==> src/rtl/udb_counter_pkg.sv <==
// Shared encodings for the udb_counter up/down counter family.
// Optional bounce mode is enabled with the UDB_COUNTER_BOUNCE_EN macro.
package udb_counter_pkg;

  typedef enum logic [1:0] {
    UDB_MODE_WRAP    = 2'b00,
    UDB_MODE_SAT     = 2'b01,
    UDB_MODE_BOUNCE  = 2'b10,
    UDB_MODE_ONESHOT = 2'b11
  } udb_mode_e;

  localparam logic UDB_DIR_UP = 1'b1;
  localparam logic UDB_DIR_DN = 1'b0;

endpackage

==> src/rtl/udb_counter_next.sv <==
// Combinational next-count and boundary-cross computation for udb_counter.
// Bounce handling is compiled in only when UDB_COUNTER_BOUNCE_EN is defined.
module udb_counter_next
  import udb_counter_pkg::*;
#(
  parameter int WIDTH  = 4,
  parameter int STEP_W = 2
) (
  input  logic [WIDTH-1:0]  i_out,
  input  logic [STEP_W-1:0] i_step,
  input  logic [WIDTH-1:0]  i_limit,
  input  logic              i_direction,
  input  logic [1:0]        i_mode,
  output logic [WIDTH-1:0]  o_next,
  output logic              o_cross
);

  // Two guard bits above the wider operand keep sums and differences exact.
  localparam int EW = ((WIDTH > STEP_W) ? WIDTH : STEP_W) + 2;

  logic [EW-1:0] w_zero;
  logic [EW-1:0] w_out;
  logic [EW-1:0] w_step;
  logic [EW-1:0] w_limit;
  logic [EW-1:0] w_mod;
  logic [EW-1:0] w_up_sum;
  logic [EW-1:0] w_dn_diff;
  logic [EW-1:0] w_deficit;
  logic [EW-1:0] w_up_wrap;
  logic [EW-1:0] w_dn_rem;
  logic [EW-1:0] w_dn_wrap;
  logic [EW-1:0] w_res;
  logic          w_up_cross;
  logic          w_dn_cross;

  assign w_zero    = {EW{1'b0}};
  assign w_limit   = EW'(i_limit);
  assign w_step    = EW'(i_step);
  // A count left above a freshly lowered limit is treated as sitting on the limit.
  assign w_out     = (i_out > i_limit) ? w_limit : EW'(i_out);
  assign w_mod     = w_limit + {{(EW-1){1'b0}}, 1'b1};
  assign w_up_sum  = w_out + w_step;
  assign w_dn_diff = w_out - w_step;
  assign w_deficit = w_step - w_out;
  assign w_up_cross = (w_up_sum > w_limit);
  assign w_dn_cross = (w_step > w_out);
  assign w_up_wrap = w_up_sum % w_mod;
  assign w_dn_rem  = w_deficit % w_mod;
  assign w_dn_wrap = (w_dn_rem == w_zero) ? w_zero : (w_mod - w_dn_rem);

  // Select the next count and cross flag for the active mode and direction.
  always_comb begin
    w_res   = w_out;
    o_cross = 1'b0;
    if (w_step == w_zero) begin
      w_res   = w_out;
      o_cross = 1'b0;
    end else begin
      case (udb_mode_e'(i_mode))
        UDB_MODE_SAT, UDB_MODE_ONESHOT: begin
          if (i_direction == UDB_DIR_UP) begin
            w_res   = w_up_cross ? w_limit : w_up_sum;
            o_cross = w_up_cross;
          end else begin
            w_res   = w_dn_cross ? w_zero : w_dn_diff;
            o_cross = w_dn_cross;
          end
        end
`ifdef UDB_COUNTER_BOUNCE_EN
        // Bounce turns around as soon as a boundary is reached, not only when passed.
        UDB_MODE_BOUNCE: begin
          if (i_direction == UDB_DIR_UP) begin
            w_res   = (w_up_sum >= w_limit) ? w_limit : w_up_sum;
            o_cross = (w_up_sum >= w_limit);
          end else begin
            w_res   = (w_step >= w_out) ? w_zero : w_dn_diff;
            o_cross = (w_step >= w_out);
          end
        end
`endif
        default: begin
          if (i_direction == UDB_DIR_UP) begin
            w_res   = w_up_wrap;
            o_cross = w_up_cross;
          end else begin
            w_res   = w_dn_cross ? w_dn_wrap : w_dn_diff;
            o_cross = w_dn_cross;
          end
        end
      endcase
    end
  end

  assign o_next = WIDTH'(w_res);

endmodule

==> src/rtl/udb_counter.sv <==
// Parametrised up/down counter with load, limit, step, and wrap/saturate/one-shot modes.
// Define UDB_COUNTER_BOUNCE_EN to make mode 2'b10 a bounce counter instead of wrap.
module udb_counter
  import udb_counter_pkg::*;
#(
  parameter int WIDTH  = 4,
  parameter int STEP_W = 2
) (
  input  logic              udb_counter_clk,
  input  logic              udb_counter_rst,
  input  logic              udb_counter_en,
  input  logic              udb_counter_direction,
  input  logic              udb_counter_load,
  input  logic [WIDTH-1:0]  udb_counter_load_input,
  input  logic [WIDTH-1:0]  udb_counter_limit,
  input  logic [STEP_W-1:0] udb_counter_step,
  input  logic [1:0]        udb_counter_mode,
  output logic [WIDTH-1:0]  udb_counter_out,
  output logic              udb_counter_tc,
  output logic              udb_counter_done
);

  logic [WIDTH-1:0] r_out;
  logic             r_tc;
  logic             r_done;
  logic [WIDTH-1:0] w_next;
  logic             w_cross;
  logic             w_dir;
  logic             w_step_nz;
  logic             w_term;
  logic [WIDTH-1:0] w_load_val;

`ifdef UDB_COUNTER_BOUNCE_EN
  logic r_dir;
  assign w_dir = (udb_counter_mode == UDB_MODE_BOUNCE) ? r_dir : udb_counter_direction;
`else
  assign w_dir = udb_counter_direction;
`endif

  assign w_step_nz  = |udb_counter_step;
  assign w_load_val = (udb_counter_load_input > udb_counter_limit) ?
                      udb_counter_limit : udb_counter_load_input;
  assign w_term     = (udb_counter_direction == UDB_DIR_UP) ?
                      (w_next == udb_counter_limit) : (w_next == {WIDTH{1'b0}});

  udb_counter_next #(
    .WIDTH  (WIDTH),
    .STEP_W (STEP_W)
  ) u_next (
    .i_out       (r_out),
    .i_step      (udb_counter_step),
    .i_limit     (udb_counter_limit),
    .i_direction (w_dir),
    .i_mode      (udb_counter_mode),
    .o_next      (w_next),
    .o_cross     (w_cross)
  );

  // Count, terminal-count and done state; load beats step, done freezes stepping.
  always_ff @(posedge udb_counter_clk or posedge udb_counter_rst) begin
    if (udb_counter_rst) begin
      r_out  <= {WIDTH{1'b0}};
      r_tc   <= 1'b0;
      r_done <= 1'b0;
`ifdef UDB_COUNTER_BOUNCE_EN
      r_dir  <= UDB_DIR_UP;
`endif
    end else if (udb_counter_load) begin
      r_out  <= w_load_val;
      r_tc   <= 1'b0;
      r_done <= 1'b0;
`ifdef UDB_COUNTER_BOUNCE_EN
      r_dir  <= udb_counter_direction;
`endif
    end else if (udb_counter_en && !r_done && w_step_nz) begin
      r_out <= w_next;
      r_tc  <= w_cross;
      if (udb_counter_mode == UDB_MODE_ONESHOT && w_term) begin
        r_done <= 1'b1;
      end
`ifdef UDB_COUNTER_BOUNCE_EN
      if (udb_counter_mode == UDB_MODE_BOUNCE && w_cross) begin
        r_dir <= ~r_dir;
      end
`endif
    end else begin
      r_tc <= 1'b0;
    end
  end

  assign udb_counter_out  = r_out;
  assign udb_counter_tc   = r_tc;
  assign udb_counter_done = r_done;

endmodule
==> config.mk <==
export PLATFORM = sky130hd
export DESIGN_NAME = udb_counter
export DESIGN_NICKNAME = d
export VERILOG_FILES = /design/src/rtl/udb_counter_pkg.sv /design/src/rtl/udb_counter_next.sv /design/src/rtl/udb_counter.sv
export SDC_FILE = /design/constraint.sdc
export NUM_CORES = 1
export LEC_CHECK = 0
export CAP_MARGIN = 10
export CORE_UTILIZATION = 45
export CTS_BUF_LIST = sky130_fd_sc_hd__clkbuf_4
export DETAILED_ROUTE_END_ITERATION = 8
export PLACE_DENSITY = 0.73
export SLEW_MARGIN = 40
export SYNTH_ARGS = -nofsm -noshare
export SYNTH_HDL_FRONTEND = slang
export SYNTH_SLANG_ARGS = --single-unit
export TNS_END_PERCENT = 100
==> constraint.sdc <==
create_clock -name udb_counter_clk -period 20.4 [get_ports udb_counter_clk]
set_input_delay 4.08 -clock udb_counter_clk [delete_from_list [all_inputs] [get_ports udb_counter_clk]]
set_output_delay 4.08 -clock udb_counter_clk [all_outputs]
set_load 0.05 [all_outputs]
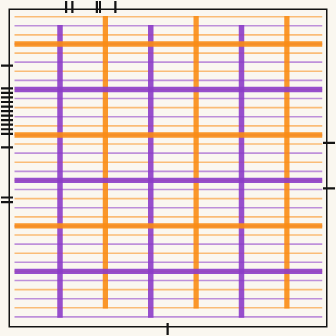
**Above:** run 1 (supply network).
Pins as bars on the die edge.
colour	net
orange	VDD
purple	VSS
rows	33
signal pins	23

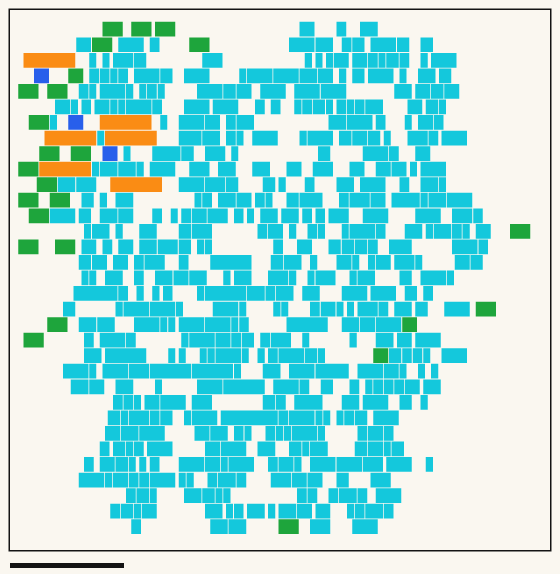
**Above:** run 1 (cells coloured by class).
The bar under the picture is 20 um long.
colour	class	cells	share of their area
orange	flops	6	3.7%
cyan	combinational and other logic	499	90%
green	other buffers and delay cells	25	5.9%
blue	clock drivers	3	0.55%
register fraction of the total cell area: 0.03563
row count: 33
placeable core region: 0.008258 sq mm
final standard cell area without fillers: 0.004214 sq mm

==> run notes, run 1 <==
Flow results are below.

- CTS saw 6 sinks.
- Per the TritonCTS log, the buffer count is 3.
- In this run the count of I/O pins placed on the die edge is 23.
- The gate count of the mapped netlist is 513, for reference.
- In the final layout, the share of cells above drive strength 1 is 0.08068.
- The cell type with the highest occurrence count on the critical path is ha_1, for reference.
- The run finished with clean final reports.
- On the final layout, the worst clock skew is 0.8076 ps.
- Setup repair after global routing left no endpoint under its margin.
- The part of the cycle the worst path needs is 0.8460, for reference.
- Per the synth stats, the proportion of register bits with asynchronous set or reset is 1.000.
- The classification of the worst setup path is input port to flip-flop, for reference.
- Counting flops with a built-in enable in the synthesized netlist gives 0.
- The number of antenna violations at the first check in global routing is 1.
- Yosys printed 0 warnings.
- In this run the mean area of a mapped cell was 7.502 sq um.
- Per the synthesis report, the XOR/XNOR share of the synthesized area is 0.06372.
- Among all stages on the critical path, the maximum delay recorded is 720 ps.
- In this run the tightest slew margin relative to its limit is 0.4973.
- The wire length per cell after detailed routing is 17.59 um, for reference.
- The post-DP HPWL is 9.070 mm, for reference.
- The post-route utilization of the core is recorded as 0.5103.
- STA classifies the critical path startpoint as an input port.
- The clock reaches the later pin of the worst-skew pair after 240 ps.
- The number of violations of the max-capacitance limit is 0, for reference.
- The detailed-route via count is 4094, for reference.
- The time the final worst path needs with I/O delays and setup is 17260 ps, for reference.
- Looking at the max-slew report, the worst-margin pin has a slew of 744.3 ps.
- The total global-route track usage is 0.2560, for reference.
- Per the detail_route report, vias per standard cell equal 6.407.
- Recorded from the global router log, the overflow total was 0.
- The clock passes through at most 2 buffers.
- Before any placement, the netlist area is recorded as 0.003849 sq mm.
- The total cell area reported by yosys after synthesis is 0.003849 sq mm, for reference.
- From left edge to right edge, the die measures 94.48 um.
- Yosys mapped the design onto 80 distinct sky130hd cell types.
- Yosys shows that the main logic family after synthesis is AND-OR/OR-AND gates.
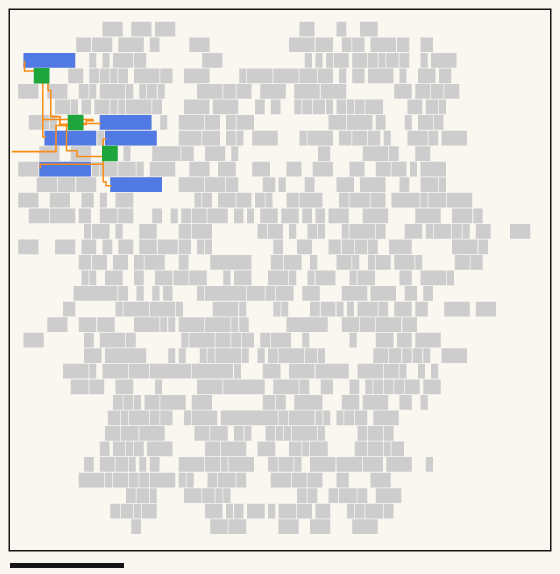
**Above:** run 1 (clock wires, drivers and flops).
The bar under the picture is 20 um long.
[green] clock drivers | count: 3
[orange] clock wires | length: 97.5 um
[blue] flip-flops | count: 6
routed clock nets	4

==> run 1: cell usage after synthesis (4+ instances only) <==
cell type  count  area share
o21ai_0       39       0.051
and2_1         4      0.0065
mux2i_1        9       0.023
and3_1         5      0.0081
nor3_1        11       0.014
a21oi_1       36       0.047
inv_1         43       0.042
dfrtp_1        6       0.039
or4_1          4      0.0078
o211ai_1      12       0.023
nor2_1        41       0.040
nand3_1        5      0.0065
nor2b_1        6      0.0098
o21bai_1       5      0.0098
nand4_1        6      0.0098
xor2_1         6       0.014
ha_1          67        0.22
fa_1           6       0.031
a21o_1        14       0.027
a211o_1        5       0.011
xnor2_1       22       0.050
or3_1          4      0.0065
o211a_1        4       0.010
nand2_1       37       0.036
o21a_1         9       0.018
a31oi_1        9       0.015
nand2b_1       8       0.013
a211oi_1       7       0.014
==> run 1: final timing paths <==
kind	cells after the start	from	end	slack, ps
max	56	udb_counter_limit[1]	udb_counter_done	3140
min	2	udb_counter_done	udb_counter_done	620
min in group asynchronous	2	udb_counter_rst	udb_counter_tc	4060
max reg2reg	53	udb_counter_out[3]	udb_counter_done	7530
min reg2reg	2	udb_counter_done	udb_counter_done	620
max in group asynchronous	2	udb_counter_rst	udb_counter_out[2]	16150
==> run 1: final cells by class <==
cell class	count	area, sq um
inverters	45	168.9
well taps	105	131.4
repair buffers	25	242.7
multi-input cells	454	3496
fillers	804	4044
clock buffers	3	22.52
flip-flops and latches	6	150.1
diodes	1	2.502
==> run 1: routing by layer <==
| metal | part of all wire | track usage |
|---|---|---|
| met5 | 0 | 0 |
| met4 | 0.022 | 0.09217 |
| met3 | 0.064 | 0.02899 |
| met2 | 0.47 | 0.4275 |
| met1 | 0.45 | 0.3385 |
==> run 1: sequential cells by signal (all words and copies together), names as in the netlist <==
| signal | flops |
|---|---|
| udb_counter_done | 1 |
| udb_counter_out | 4 |
| udb_counter_tc | 1 |
==> run 1: cell usage in the layout, fill, tap and decap left out, drive strengths merged, types with 3 or more instances in the layout <==
cell type,n
and2,4
o211ai,14
a21o,14
or4,4
a211oi,9
o211a,4
a211o,5
a31oi,13
a32o,3
buf,3
or2,4
clkdlybuf4s50,22
or3,4
inv,45
nand2,38
dfrtp,6
mux2i,11
clkbuf,3
nor3,12
fa,6
a21oi,39
o21ai,42
and3,5
nand3,7
o21bai,5
xor2,6
o311ai,3
a31o,3
ha,67
nand4,6
nand2b,8
nor2,42
nor2b,7
o21a,9
xnor2,22
==> run 1: kinds of logic (layout without fill, tap and decap cells) <==
kind of cell             count (synthesis)  after routing
adder cells (fa/ha/maj)                 73             73
AND/OR/NAND/NOR                        152            152
buffers and inverters                   53             73
AND-OR/OR-AND                          188            188
XOR/XNOR                                28             28
flip-flops                               6              6
multiplexers                            13             13
other                                    0              1
**Run 1: the clock network**

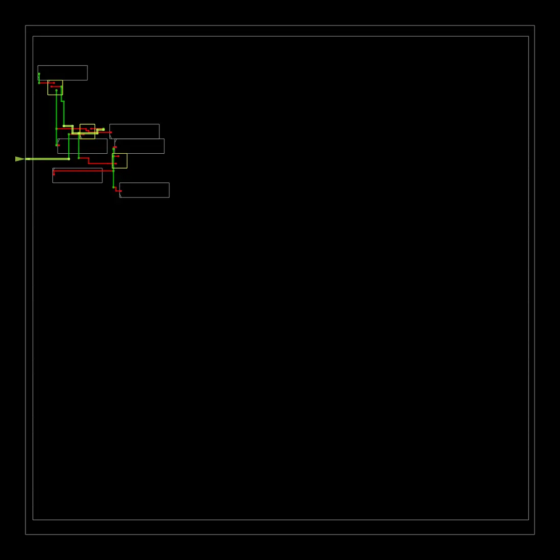

==> run 2: changes to the inputs <==
Clock period 20.4 ns to 16.25 ns, I/O delays scaled along.
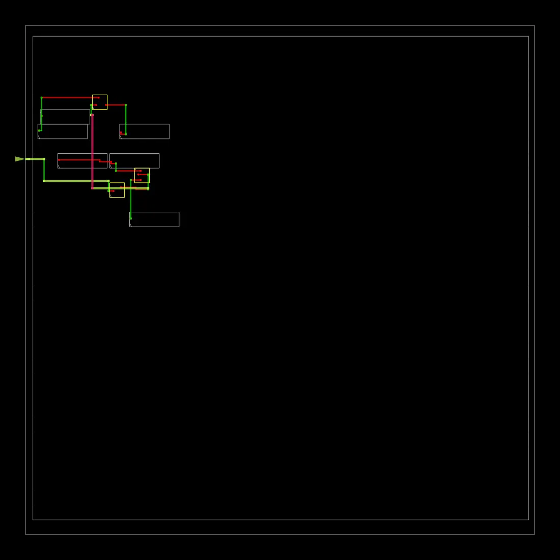
**Above:** run 2 (the clock network).
setup clock skew after layout: 1.320 ps
flip-flop and latch count: 6

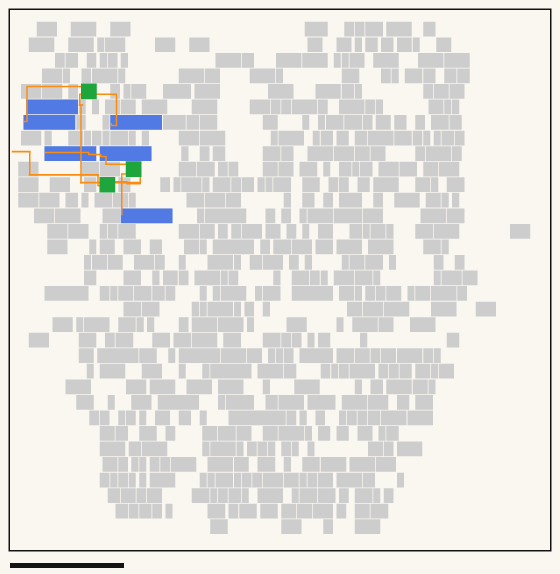
**Above:** run 2 (clock wires, drivers and flops).
The bar under the picture is 20 um long.
[blue] flip-flops | count: 6
[green] clock drivers | count: 3
[orange] clock wires | length: 113 um
routed clock nets	4
flops lie	upper left
clk_lat worst skew: 250 ps

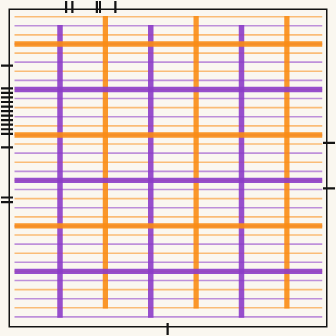
**Above:** run 2 (supply network).
Pins as bars on the die edge.
colour	net
orange	VDD
purple	VSS
met1 rails	34
signal pins	23
Die Y-Extent: 94.48 um
Die Span X: 94.48 um

==> run 2 against run 1 <==
Non-clock buffer count grew 5. Cell area grew 1.0%. Critical path type unchanged.
==> run notes, run 2 <==
Flow results are below.

- The kind of start point of the critical path is an input port, for reference.
- Setup repair after global routing left no endpoint under its margin.
- The share of synthesized area in the top cell type comes to 0.2178.
- The highest cell delay on the worst timing path is 690 ps, for reference.
- The xor/xnor cell area share of the yosys netlist is 0.06372, for reference.
- The flip-flop count of the largest register, all copies and words added is 4, for reference.
- The worst slew slack as a fraction of its limit is 0.4666, for reference.
- For reference, the post-synthesis area per instance comes to 7.502 sq um.
- The number of buffers on the longest clock path is 2, for reference.
- The wire length per cell after detailed routing is 17.77 um, for reference.
- Of all cell types, the one taking the most synthesized area is ha_1.
- The number of warnings reported in the yosys synthesis log is 0, for reference.
- The post-synth tally of flip-flops with integrated enable is 0, for reference.
- The detailed-route via count is 4051, for reference.
- The most repeated cell in the gate-level netlist after synthesis is ha_1, for reference.
- The number of antenna violations at the first check in global routing is 0.
- The run finished with clean final reports.
- Of the available clock period, the critical path in the final layout requires 0.9425.
- The synthesized netlist contains 80 unique library cells.
- The classification of the worst setup path is input port to flip-flop, for reference.
- The post-DP HPWL is 9.307 mm, for reference.
- According to the floorplan log, the row count is 33.
- The time the final worst path needs with I/O delays and setup is 15310 ps, for reference.
- The repair_antennas step left the layout with diodes totalling 0.
- The layout summary lists the proportion of cells stronger than drive strength 1 as 0.09294.
- The library cells used most frequently in the layout, excluding fill and tap cells, are ha_1 (67), inv_1 (43), nor2_1 (41).
-- run 2: critical path, delay by kind of cell --
kind	cells	cell delay, ps
buffers and inverters	4	1150
AND-OR/OR-AND	21	3980
AND/OR/NAND/NOR	15	3030
adder cells (fa/ha/maj)	9	2830
multiplexers	3	830
XOR/XNOR	3	370
-- run 2: final timing paths --
path                                      start            endpoint  cells after the start
max                        udb_counter_limit[3]    udb_counter_done                     55
min                            udb_counter_done    udb_counter_done                      2
max reg2reg                  udb_counter_out[3]    udb_counter_done                     53
min reg2reg                    udb_counter_done    udb_counter_done                      2
max in group asynchronous       udb_counter_rst    udb_counter_done                      2
min in group asynchronous       udb_counter_rst  udb_counter_out[0]                      2
-- run 2: metal layers --
layer,track usage,vias up,wire length [um]
met5,0,-,0
met4,0.04293,0,176
met3,0.01932,21,825
li1,-,1973,-
met2,0.4595,174,5289
met1,0.3639,1883,5138
-- run 2: layout make-up --
type / count / area (sq um)
Clock buffer: 3 / 22.52
Fill cell: 804 / 4000
Inverter: 45 / 168.9
Multi-Input combinational cell: 454 / 3505
Sequential cell: 6 / 150.1
Tap cell: 105 / 131.4
Timing Repair Buffer: 30 / 280.3
-- run 2: kinds of logic (layout without fill, tap and decap cells) --
kind of cell / Yosys count / count (layout)
XOR/XNOR: 28 / 28
flip-flops: 6 / 6
AND/OR/NAND/NOR: 152 / 152
multiplexers: 13 / 13
AND-OR/OR-AND: 188 / 188
adder cells (fa/ha/maj): 73 / 73
buffers and inverters: 53 / 78
-- run 2: what timing repair did --
action / in CTS / in global routing
endpoints found under the setup margin: 0 / 2
buffers inserted: 0 / 1
gates resized: 0 / 4
-- run 2: stage by stage --
step | hold WS, ps | area, sq um | instances | worst slack (ps) | util
after global routing | 693.0 | 4258 | 643 | 13.68 | 0.5156
after floorplan | 833.2 | 3849 | 513 | 1795 | -
final | 622.8 | 4258 | 643 | 935.2 | 0.5156
after global placement | 570.1 | 4212 | 639 | 911.0 | 0.5100
after CTS | 614.5 | 4239 | 642 | 747.0 | 0.5133
after detailed placement | 600.0 | 4217 | 639 | 557.6 | 0.5106
